### Met3 routing, run 1

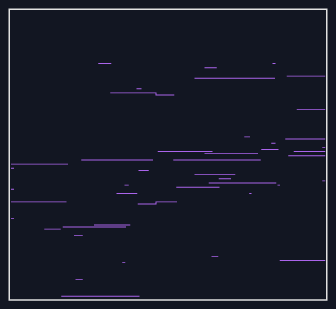
### I/O nets highlighted, run 1

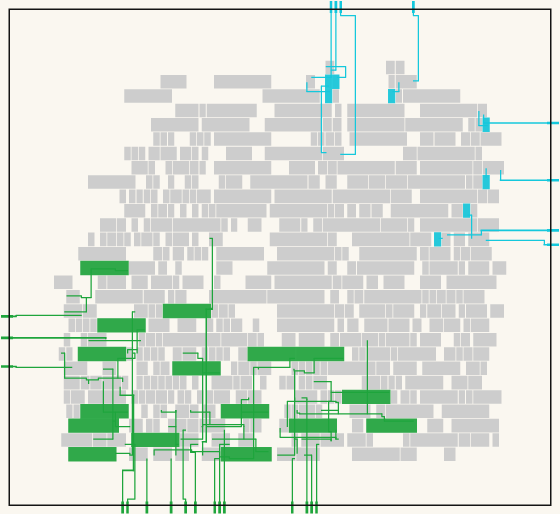
### Placed standard cells, run 1

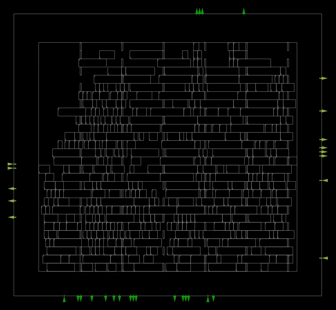
### Where the registers sit, run 1

Other sequential cells in the stronger grey, the rest of the logic in the fainter grey.
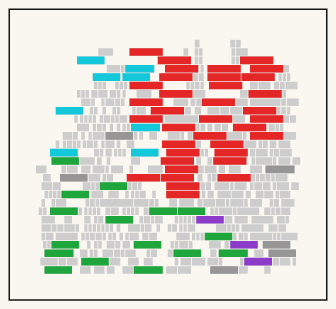
==> config.mk <==
export PLATFORM = sky130hd
export DESIGN_NAME = run_reporter
export DESIGN_NICKNAME = d
export VERILOG_FILES = /design/src/rtl/run_reporter_pkg.sv /design/src/rtl/run_rec_fifo.sv /design/src/rtl/run_reporter.sv
export SDC_FILE = /design/constraint.sdc
export NUM_CORES = 1
export LEC_CHECK = 0
export ABC_AREA = 1
export CORE_ASPECT_RATIO = 0.9
export CORE_MARGIN = 8
export CORE_UTILIZATION = 51
export CTS_CLUSTER_SIZE = 25
export DETAILED_ROUTE_END_ITERATION = 7
export GPL_TIMING_DRIVEN = 0
export PLACE_DENSITY = 0.75
export SYNTH_ARGS = -nofsm -noshare
export SYNTH_HDL_FRONTEND = slang
export SYNTH_SLANG_ARGS = --single-unit
==> constraint.sdc <==
create_clock -name clk -period 1.6 [get_ports clk]
set_input_delay 0.24 -clock clk [delete_from_list [all_inputs] [get_ports clk]]
set_output_delay 0.24 -clock clk [all_outputs]
set_load 0.01 [all_outputs]
==> src/rtl/run_reporter_pkg.sv <==
// ---------------------------------------------------------------------------
// run_reporter_pkg
// Shared types and constants for the run reporter.
//   state_t : run-delimiting FSM states (IDLE, IN_RUN)
//   MIN_RUN : length of a run on the cycle the detector first flags it
// The {polarity, length} record type depends on LEN_W, and a package cannot
// take parameters, so the record struct is declared inside run_reporter next
// to its parameter. The FIFO stores it as a plain packed vector.
// Optional feature macro used by this slice: RUN_MAXLEN_EN.
// ---------------------------------------------------------------------------
package run_reporter_pkg;

    typedef enum logic {
        IDLE   = 1'b0,
        IN_RUN = 1'b1
    } state_t;

    // The detector raises its flag once three equal bits have been seen.
    localparam int MIN_RUN = 3;

endpackage

==> src/rtl/run_rec_fifo.sv <==
// ---------------------------------------------------------------------------
// run_rec_fifo
// Synchronous FIFO of run records with a combinational head read.
// A push into a full FIFO is accepted only when a pop happens on the same edge.
// Ports:
//   clk, rst   : clock, asynchronous active-high reset (empties the FIFO)
//   i_push     : write i_wr_data this edge (if there is room)
//   i_pop      : remove the head this edge (ignored when empty)
//   i_wr_data  : record to write
//   o_rd_data  : current head record (undefined while empty)
//   o_full     : DEPTH entries held
//   o_empty    : no entries held
// ---------------------------------------------------------------------------
module run_rec_fifo #(
    parameter int WIDTH = 9,
    parameter int DEPTH = 4
) (
    input  logic             clk,
    input  logic             rst,
    input  logic             i_push,
    input  logic             i_pop,
    input  logic [WIDTH-1:0] i_wr_data,
    output logic [WIDTH-1:0] o_rd_data,
    output logic             o_full,
    output logic             o_empty
);
    import run_reporter_pkg::*;

    localparam int AW = $clog2(DEPTH);
    localparam int PW = AW + 1;

    logic [WIDTH-1:0] r_mem [DEPTH];
    logic [PW-1:0]    r_wr_ptr;
    logic [PW-1:0]    r_rd_ptr;
    logic             w_wr_en;
    logic             w_rd_en;

    // The extra pointer MSB distinguishes full from empty when the slot
    // indices coincide.
    assign o_empty = (r_wr_ptr == r_rd_ptr);
    assign o_full  = (r_wr_ptr[AW] != r_rd_ptr[AW]) &&
                     (r_wr_ptr[AW-1:0] == r_rd_ptr[AW-1:0]);

    // When full, the slot being written is the one being popped this edge.
    assign w_wr_en = i_push && (!o_full || i_pop);
    assign w_rd_en = i_pop && !o_empty;

    assign o_rd_data = r_mem[r_rd_ptr[AW-1:0]];

    // NOTE: storage has no reset; entries are only read once written, and the
    // top masks the head output while the FIFO is empty.
    always_ff @(posedge clk) begin
        if (w_wr_en) begin
            r_mem[r_wr_ptr[AW-1:0]] <= i_wr_data;
        end
    end

    always_ff @(posedge clk or posedge rst) begin
        if (rst) begin
            r_wr_ptr <= '0;
            r_rd_ptr <= '0;
        end else begin
            if (w_wr_en) r_wr_ptr <= r_wr_ptr + 1'b1;
            if (w_rd_en) r_rd_ptr <= r_rd_ptr + 1'b1;
        end
    end

endmodule

==> src/rtl/run_reporter.sv <==
// ---------------------------------------------------------------------------
// run_reporter
// Delimits each run of >=3 equal serial bits flagged by the equal-run
// detector, measures its length (saturating), and queues one {polarity,
// length} record per run for a valid/ready consumer. Counts completed runs
// (including dropped ones) and keeps a sticky overflow flag.
// Optional feature: define RUN_MAXLEN_EN to add max_len, the longest run
// closed since reset.
// Ports:
//   clk, rst   : clock, asynchronous active-high reset
//   match_in   : detector flag, high while the last >=3 bits are equal
//   bit_in     : serial bit aligned with match_in (run polarity)
//   rec_ready  : consumer takes the head record this edge
//   ovf_clr    : synchronous clear of ovf (a same-edge drop wins)
//   rec_valid  : a record is available
//   rec_bit    : head record polarity (0 while empty)
//   rec_len    : head record length (0 while empty)
//   run_count  : completed runs, wraps modulo 2^CNT_W
//   ovf        : sticky, a record was dropped on a full FIFO
//   max_len    : (RUN_MAXLEN_EN only) longest closed run
// ---------------------------------------------------------------------------
module run_reporter #(
    parameter int LEN_W = 8,
    parameter int DEPTH = 4,
    parameter int CNT_W = 16
) (
    input  logic             clk,
    input  logic             rst,
    input  logic             match_in,
    input  logic             bit_in,
    input  logic             rec_ready,
    input  logic             ovf_clr,
    output logic             rec_valid,
    output logic             rec_bit,
    output logic [LEN_W-1:0] rec_len,
    output logic [CNT_W-1:0] run_count,
    output logic             ovf
`ifdef RUN_MAXLEN_EN
    ,
    output logic [LEN_W-1:0] max_len
`endif
);
    import run_reporter_pkg::*;

    typedef struct packed {
        logic             pol;
        logic [LEN_W-1:0] len;
    } rec_t;

    localparam logic [LEN_W-1:0] LEN_MAX   = '1;
    localparam logic [LEN_W-1:0] LEN_START = LEN_W'(MIN_RUN);

    state_t           r_state;
    logic             r_cur_bit;
    logic [LEN_W-1:0] r_len;
    logic [CNT_W-1:0] r_run_count;
    logic             r_ovf;
`ifdef RUN_MAXLEN_EN
    logic [LEN_W-1:0] r_max_len;
`endif

    rec_t w_wr_rec;
    rec_t w_rd_rec;
    logic w_close;
    logic w_pop;
    logic w_full;
    logic w_empty;
    logic w_drop;

    // A run ends when the flag drops or (defensively) the polarity flips.
    assign w_close  = (r_state == IN_RUN) && (!match_in || (bit_in != r_cur_bit));
    assign w_pop    = rec_ready && !w_empty;
    assign w_drop   = w_close && w_full && !w_pop;
    assign w_wr_rec = '{pol: r_cur_bit, len: r_len};

    run_rec_fifo #(
        .WIDTH ($bits(rec_t)),
        .DEPTH (DEPTH)
    ) u_fifo (
        .clk       (clk),
        .rst       (rst),
        .i_push    (w_close),
        .i_pop     (w_pop),
        .i_wr_data (w_wr_rec),
        .o_rd_data (w_rd_rec),
        .o_full    (w_full),
        .o_empty   (w_empty)
    );

    // NOTE: all state updates use non-blocking assignments so every register
    // sees pre-edge values, independent of statement order.
    always_ff @(posedge clk or posedge rst) begin
        if (rst) begin
            r_state     <= IDLE;
            r_cur_bit   <= 1'b0;
            r_len       <= '0;
            r_run_count <= '0;
            r_ovf       <= 1'b0;
`ifdef RUN_MAXLEN_EN
            r_max_len   <= '0;
`endif
        end else begin
            case (r_state)
                IDLE: begin
                    if (match_in) begin
                        r_state   <= IN_RUN;
                        r_cur_bit <= bit_in;
                        r_len     <= LEN_START;
                    end
                end
                IN_RUN: begin
                    if (!match_in) begin
                        r_state <= IDLE;
                    end else if (bit_in != r_cur_bit) begin
                        r_cur_bit <= bit_in;
                        r_len     <= LEN_START;
                    end else if (r_len != LEN_MAX) begin
                        r_len <= r_len + 1'b1;
                    end
                end
                default: r_state <= IDLE;
            endcase

            if (w_close) r_run_count <= r_run_count + 1'b1;

            if (w_drop)       r_ovf <= 1'b1;
            else if (ovf_clr) r_ovf <= 1'b0;

`ifdef RUN_MAXLEN_EN
            if (w_close && (r_len > r_max_len)) r_max_len <= r_len;
`endif
        end
    end

    assign rec_valid = !w_empty;
    assign rec_bit   = rec_valid ? w_rd_rec.pol : 1'b0;
    assign rec_len   = rec_valid ? w_rd_rec.len : '0;
    assign run_count = r_run_count;
    assign ovf       = r_ovf;
`ifdef RUN_MAXLEN_EN
    assign max_len   = r_max_len;
`endif

endmodule

==> run summary, run 1 <==
Synth warnings: 0
status: finished, violations left
Comb gate area: 1420 um2
Placer Congestion: 0.794
placed cell area: 3870 um2
Slew @ Worst Pin: 0.731 ns
die width: 103 um
CP max FO: 4
FF-to-FF setup slack: -0.12 ns
Fillers: 479
fraction of area in multi-input gates: 30.9%
failing checks: setup timing
clk_skew: 0.00975 ns
Tool Warnings: 32
Comb pwr share: 48.2%
Synth Area in Simple Gates: 26.3%
Worst Path Required: 1.36 ns
post-DP HPWL: 5.00 mm
CTS Hold Bufs: 0
slack of the critical path: -0.322 ns
Buffers, non-clock: 75
Place WS: -0.904 ns
Final setup violation count: 46
# clk buffers: 9
FP Rows: 28
I/O Pins: 33
-- 'Met3 routing' (at the start) --
main direction	horizontal
nets with wire on the layer	32
longest straight run	28.1 um
share of all routed wire	4.8%
wire length on this layer	405 um

-- 'I/O nets highlighted' (at the start) --
colour	port	bits	direction	end cells	buffers	wire
cyan	rec_len	8	output	8	8	176 um
green	run_count	16	output	16	16	675 um

-- 'Placed standard cells' (at the start) --
final core utilization: 70.2%
flop share of the area: 41.6%

-- 'Where the registers sit' (at the start) --
colour	signal	placed flops
green	run_count	16
red	u_fifo.r_mem	36
cyan	r_len	8
purple	u_fifo.r_wr_ptr	3
Reg area: 1910 um2
Seq group: 2.53 mW

==> run 1: routing by layer <==
layer / part of all wire (%) / routed length [um]
met5: 0 / 0
met4: 1.7 / 145
met3: 4.8 / 404
met2: 52 / 4360
met1: 42 / 3490
==> run 1: sequential cells by signal, indices dropped and copies added (netlist names) <==
name / flops
ovf: 1
r_len: 8
run_count: 16
r_cur_bit: 1
r_state: 1
u_fifo.r_mem: 36
u_fifo.r_rd_ptr: 3
u_fifo.r_wr_ptr: 3
==> run 1: how the worst max path moves through the flow <==
stage          depth (start not counted)                 end  slack, ns
6_report                               9          rec_len[5]      -0.32
5_1_grt                                9          rec_len[5]      -0.42
4_1_cts                                9             rec_bit      -0.27
3_5_place_dp                           9  u_fifo.r_mem[3][4]      -0.90
3_3_place_gp                           9  u_fifo.r_mem[3][4]      -0.86
2_1_floorplan                          5  u_fifo.r_mem[0][0]       -0.1
==> run 1: synthesized netlist by cell type (all sizes together) <==
library cell / n / area share [%]
xor2: 12 / 3.3
dfrtp: 33 / 24
nand4: 5 / 0.91
nand3: 18 / 2.8
inv: 44 / 4.8
or2: 1 / 0.18
nor3b: 1 / 0.22
clkbuf: 2 / 0.25
nand3b: 2 / 0.44
nand2: 115 / 14
ha: 7 / 2.5
xnor2: 3 / 0.76
edfxtp: 36 / 31
a31o: 1 / 0.25
o21ai: 33 / 4.8
o22ai: 1 / 0.18
nor2: 63 / 8.1
buf: 7 / 1.3
==> run 1: worst register-to-register path, delay by kind of cell, from the launching register on <==
kind	cells	cell delay, ns
and+or+nand+nor	4	0.50
DFF	1	0.45
buffers and inverters	2	0.28
xor gates and xnor gates	1	0.20
==> run 2: changes to the inputs <==
CORE_UTILIZATION = 30   (was 51)
PLACE_DENSITY = default   (was 0.75)
### Met3 routing, run 2

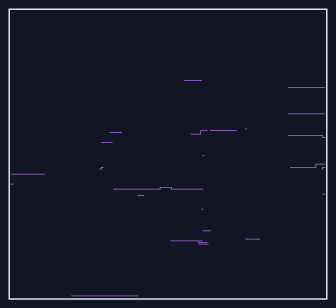
longest straight run	26.9 um
nets with wire on the layer	19
share of all routed wire	2.7%
met3 Use GR: 2.36%
Total Wirelength: 7.82 mm
Via Count: 2695

==> run 2 against run 1 <==
The flow still finishes with violations (setup timing); core utilization is 29 points lower; synthesized area stayed put; sequential power hardly changed; synthesized cell count stayed put; combinational power is 5.2% lower; clock power is 15% higher; worst hold slack better by 0.043 ns; die size is 57% higher; clock skew is 0.0031 ns lower; register-to-register slack better by 0.18 ns; largest cell class unchanged; highest routed layer unchanged.
==> run summary, run 2 <==
CP max FO: 6 (+2)
Fillers: 1102 (+130%)
synth unique cells: 30
Place WS: -0.898 ns (+0.00655 ns)
Crit path arrival time: 1.55 ns
slack of the critical path: -0.190 ns (+0.132 ns)
fin crit period: 1.79 ns
placed cell area: 3950 um2 (+2.1%)
area share, top type: 31.5% (unchanged)
Synth warnings: 0 (unchanged)
Comb gate area: 1430 um2 (+0.53%)
clk_skew: 0.00660 ns (-0.00315 ns)
die area: 15100 um2
Synth Flop Type: edfxtp_1
post-DP HPWL: 5.09 mm (+1.8%)
Placer Congestion: 0.781 (-1.7%)
top cells by area: edfxtp_1, dfrtp_1, nand2_1
Reg area: 1920 um2 (+0.39%)
CTS Hold Bufs: 0 (unchanged)
Final setup violation count: 10 (-78%)
count leader, synth: nand2_1
Critical Path End: rec_len[4]
failing checks: setup timing
I/O Pins: 33 (unchanged)
die width: 129 um (+26%)
FF+latch count, synth: 69
Synth async-reset ratio: 47.8% (unchanged)
Post-synth EDFFs: 36 (unchanged)
status: finished, violations left
most frequent cells after synthesis: nand2_1, nor2_1, inv_1, edfxtp_1, dfrtp_1
cell type with the largest total area: edfxtp_1
Slew @ Worst Pin: 0.759 ns (+0.0282 ns)
Tool Warnings: 32 (unchanged)
Worst Path Required: 1.36 ns (about the same)
### Placed standard cells, run 2

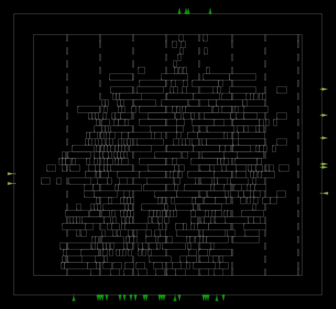
FP Rows: 37
Flops: 69

-- run 2: cell counts after synthesis --
Identical to the previous run, type by type.
-- run 2: cell type report --
cell class | instances | share of cell area, %
flip-flops and latches | 69 | 41.1
multi-input cells | 262 | 30.6
repair buffers | 57 | 12.3
clock buffers | 9 | 4.82
well taps | 156 | 4.18
inverters | 44 | 3.88
plain buffers | 9 | 2.06
clock inverters | 7 | 1.07
-- run 2: power breakdown --
| part | switching [mW] | total (mW) | leakage, nW | internal, mW |
|---|---|---|---|---|
| registers | 0.279 | 2.54 | 0.746 | 2.26 |
| clock network | 0.760 | 1.81 | 0.128 | 1.05 |
| logic | 1.85 | 3.62 | 1.13 | 1.77 |
-- run 2: worst max-delay path: stages, from the launching register on --
cell and delay (ns):
dfrtp_1 0.42, buf_6 0.18, buf_4 0.13, nor2_2 0.03
nor2_1 0.10, o21ai_2 0.06, o21ai_1 0.07, nand2_1 0.07
inv_1 0.04, buf_2 0.12
-- run 2: per-layer routing --
metal | wire [um] | vias up
li1 | - | 1372
met1 | 3650 | 1278
met2 | 3820 | 35
met3 | 211 | 10
met4 | 139 | 0
met5 | 0 | -
-- run 2: timing repair --
action / in CTS / in global routing
resized: 96 / 40
setup buffers: 17 / 7
endpoints found under the setup margin: 50 / 61
pin swaps: 19 / 10
cloned: 1 / 0
-- run 2: logic make-up after synthesis --
family / after synthesis / share of synthesized area (%)
DFF: 69 / 55.5
AOI/OAI and AO/OA: 35 / 5.24
xor gates and xnor gates: 15 / 4.04
and+or+nand+nor: 205 / 26.3
adders and majority gates: 7 / 2.55
buffers and inverters: 53 / 6.41
==> run 3: changes to the inputs <==
MAX_ROUTING_LAYER = met4   (was default)
### Placed standard cells, run 3

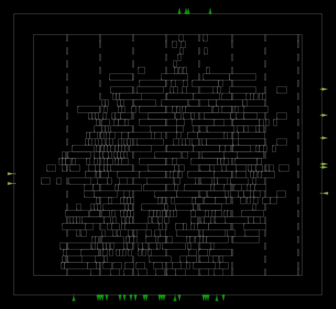
n_taps: 156
Fillers: 1102

==> run 3 against run 2 <==
Critical path type unchanged; the flow still finishes with violations (setup timing); critical endpoint is now rec_len[3]; via count up 0.33%; critical path depth is 1 lower; largest cell class unchanged; clock power hardly changed.
==> run summary, run 3 <==
status: finished, violations left
failing checks: setup timing
Placer Congestion: 0.791 (+1.4%)
Via Count: 2704 (+0.33%)
Max Used Layer: met4
slack of the critical path: -0.192 ns (-0.00168 ns)
area share, top type: 31.5% (unchanged)
Crit path arrival time: 1.55 ns (about the same)
Post-synth EDFFs: 36 (unchanged)
cell mode on critical path: o21ai_1
synth unique cells: 30 (unchanged)
Synth warnings: 0 (unchanged)
metal2 WL: 3.80 mm (-0.68%)
die width: 129 um (unchanged)
Synth async-reset ratio: 47.8% (unchanged)
clk_skew: 0.00666 ns (+0.0000642 ns)
post-DP HPWL: 5.09 mm (unchanged)
FF+latch count, synth: 69 (unchanged)
Slowest Stage Delay on Critical Path: 0.42 ns (about the same)
met3 Use GR: 1.99% (-0.36 points)
die area: 15100 um2 (unchanged)
count leader, synth: nand2_1
CTS Hold Bufs: 0 (unchanged)
most frequent cells after synthesis: nand2_1, nor2_1, inv_1, edfxtp_1, dfrtp_1
Final setup violation count: 10 (unchanged)
Total Wirelength: 7.82 mm (about the same)
Slowest cell on crit path: dfrtp_1
### I/O nets highlighted, run 3

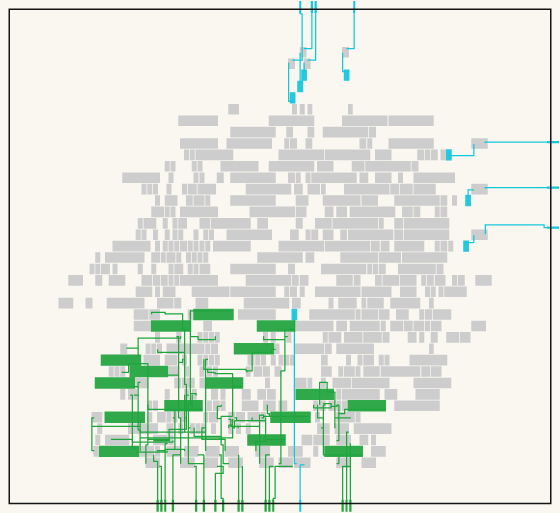
colour	port	bits	direction	end cells	buffers	wire
green	run_count	16	output	16	16	858 um
cyan	rec_len	8	output	8	8	183 um

run 3: kinds of logic (layout without fill, tap and decap cells):
logic type | after synthesis | in the layout | share of synthesized area (%)
xor gates and xnor gates | 15 | 15 | 4.04
DFF | 69 | 69 | 55.5
buffers and inverters | 53 | 126 | 6.41
adders and majority gates | 7 | 7 | 2.55
and+or+nand+nor | 205 | 205 | 26.3
AOI/OAI and AO/OA | 35 | 35 | 5.24
run 3: stage by stage:
stage,cells,hold WS (ns),utilization (%),cell area (um2),setup slack [ns]
floorplan,384,0.271,-,3440,-0.0991
global placement,572,0.516,35.0,3950,-0.869
detailed placement,572,0.522,35.0,3950,-0.898
CTS,606,0.383,39.9,4500,-0.191
global route,613,0.390,41.4,4670,-0.301
finish,613,0.378,41.4,4670,-0.192
run 3: area by class of cell:
| cell class | instances | area [um2] | area share [%] |
|---|---|---|---|
| Tap cell | 156 | 195 | 4.18 |
| Multi-Input combinational cell | 262 | 1430 | 30.6 |
| Timing Repair Buffer | 57 | 574 | 12.3 |
| Clock buffer | 9 | 225 | 4.82 |
| Inverter | 44 | 181 | 3.88 |
| Clock inverter | 7 | 50.0 | 1.07 |
| Sequential cell | 69 | 1920 | 41.1 |
| Buffer | 9 | 96.3 | 2.06 |
run 3: power by group:
group / switching (mW) / total [mW] / internal (mW)
clock network: 0.763 / 1.82 / 1.05
registers: 0.280 / 2.54 / 2.26
logic: 1.85 / 3.62 / 1.77
total: 2.90 / 7.98 / 5.08
run 3: final timing paths:
kind                                           end  slack (ns)  depth (start not counted)
worst min-delay path                  run_count[4]        0.38                          2
worst max register to register  u_fifo.r_mem[1][7]        0.06                          6
worst min register to register        run_count[3]        0.51                          1
max in group asynchronous            run_count[13]        0.74                          2
min in group clk                           r_state        0.38                          1
worst max-delay path                    rec_len[3]       -0.19                          8
Power and IR drop assume default switching activity.
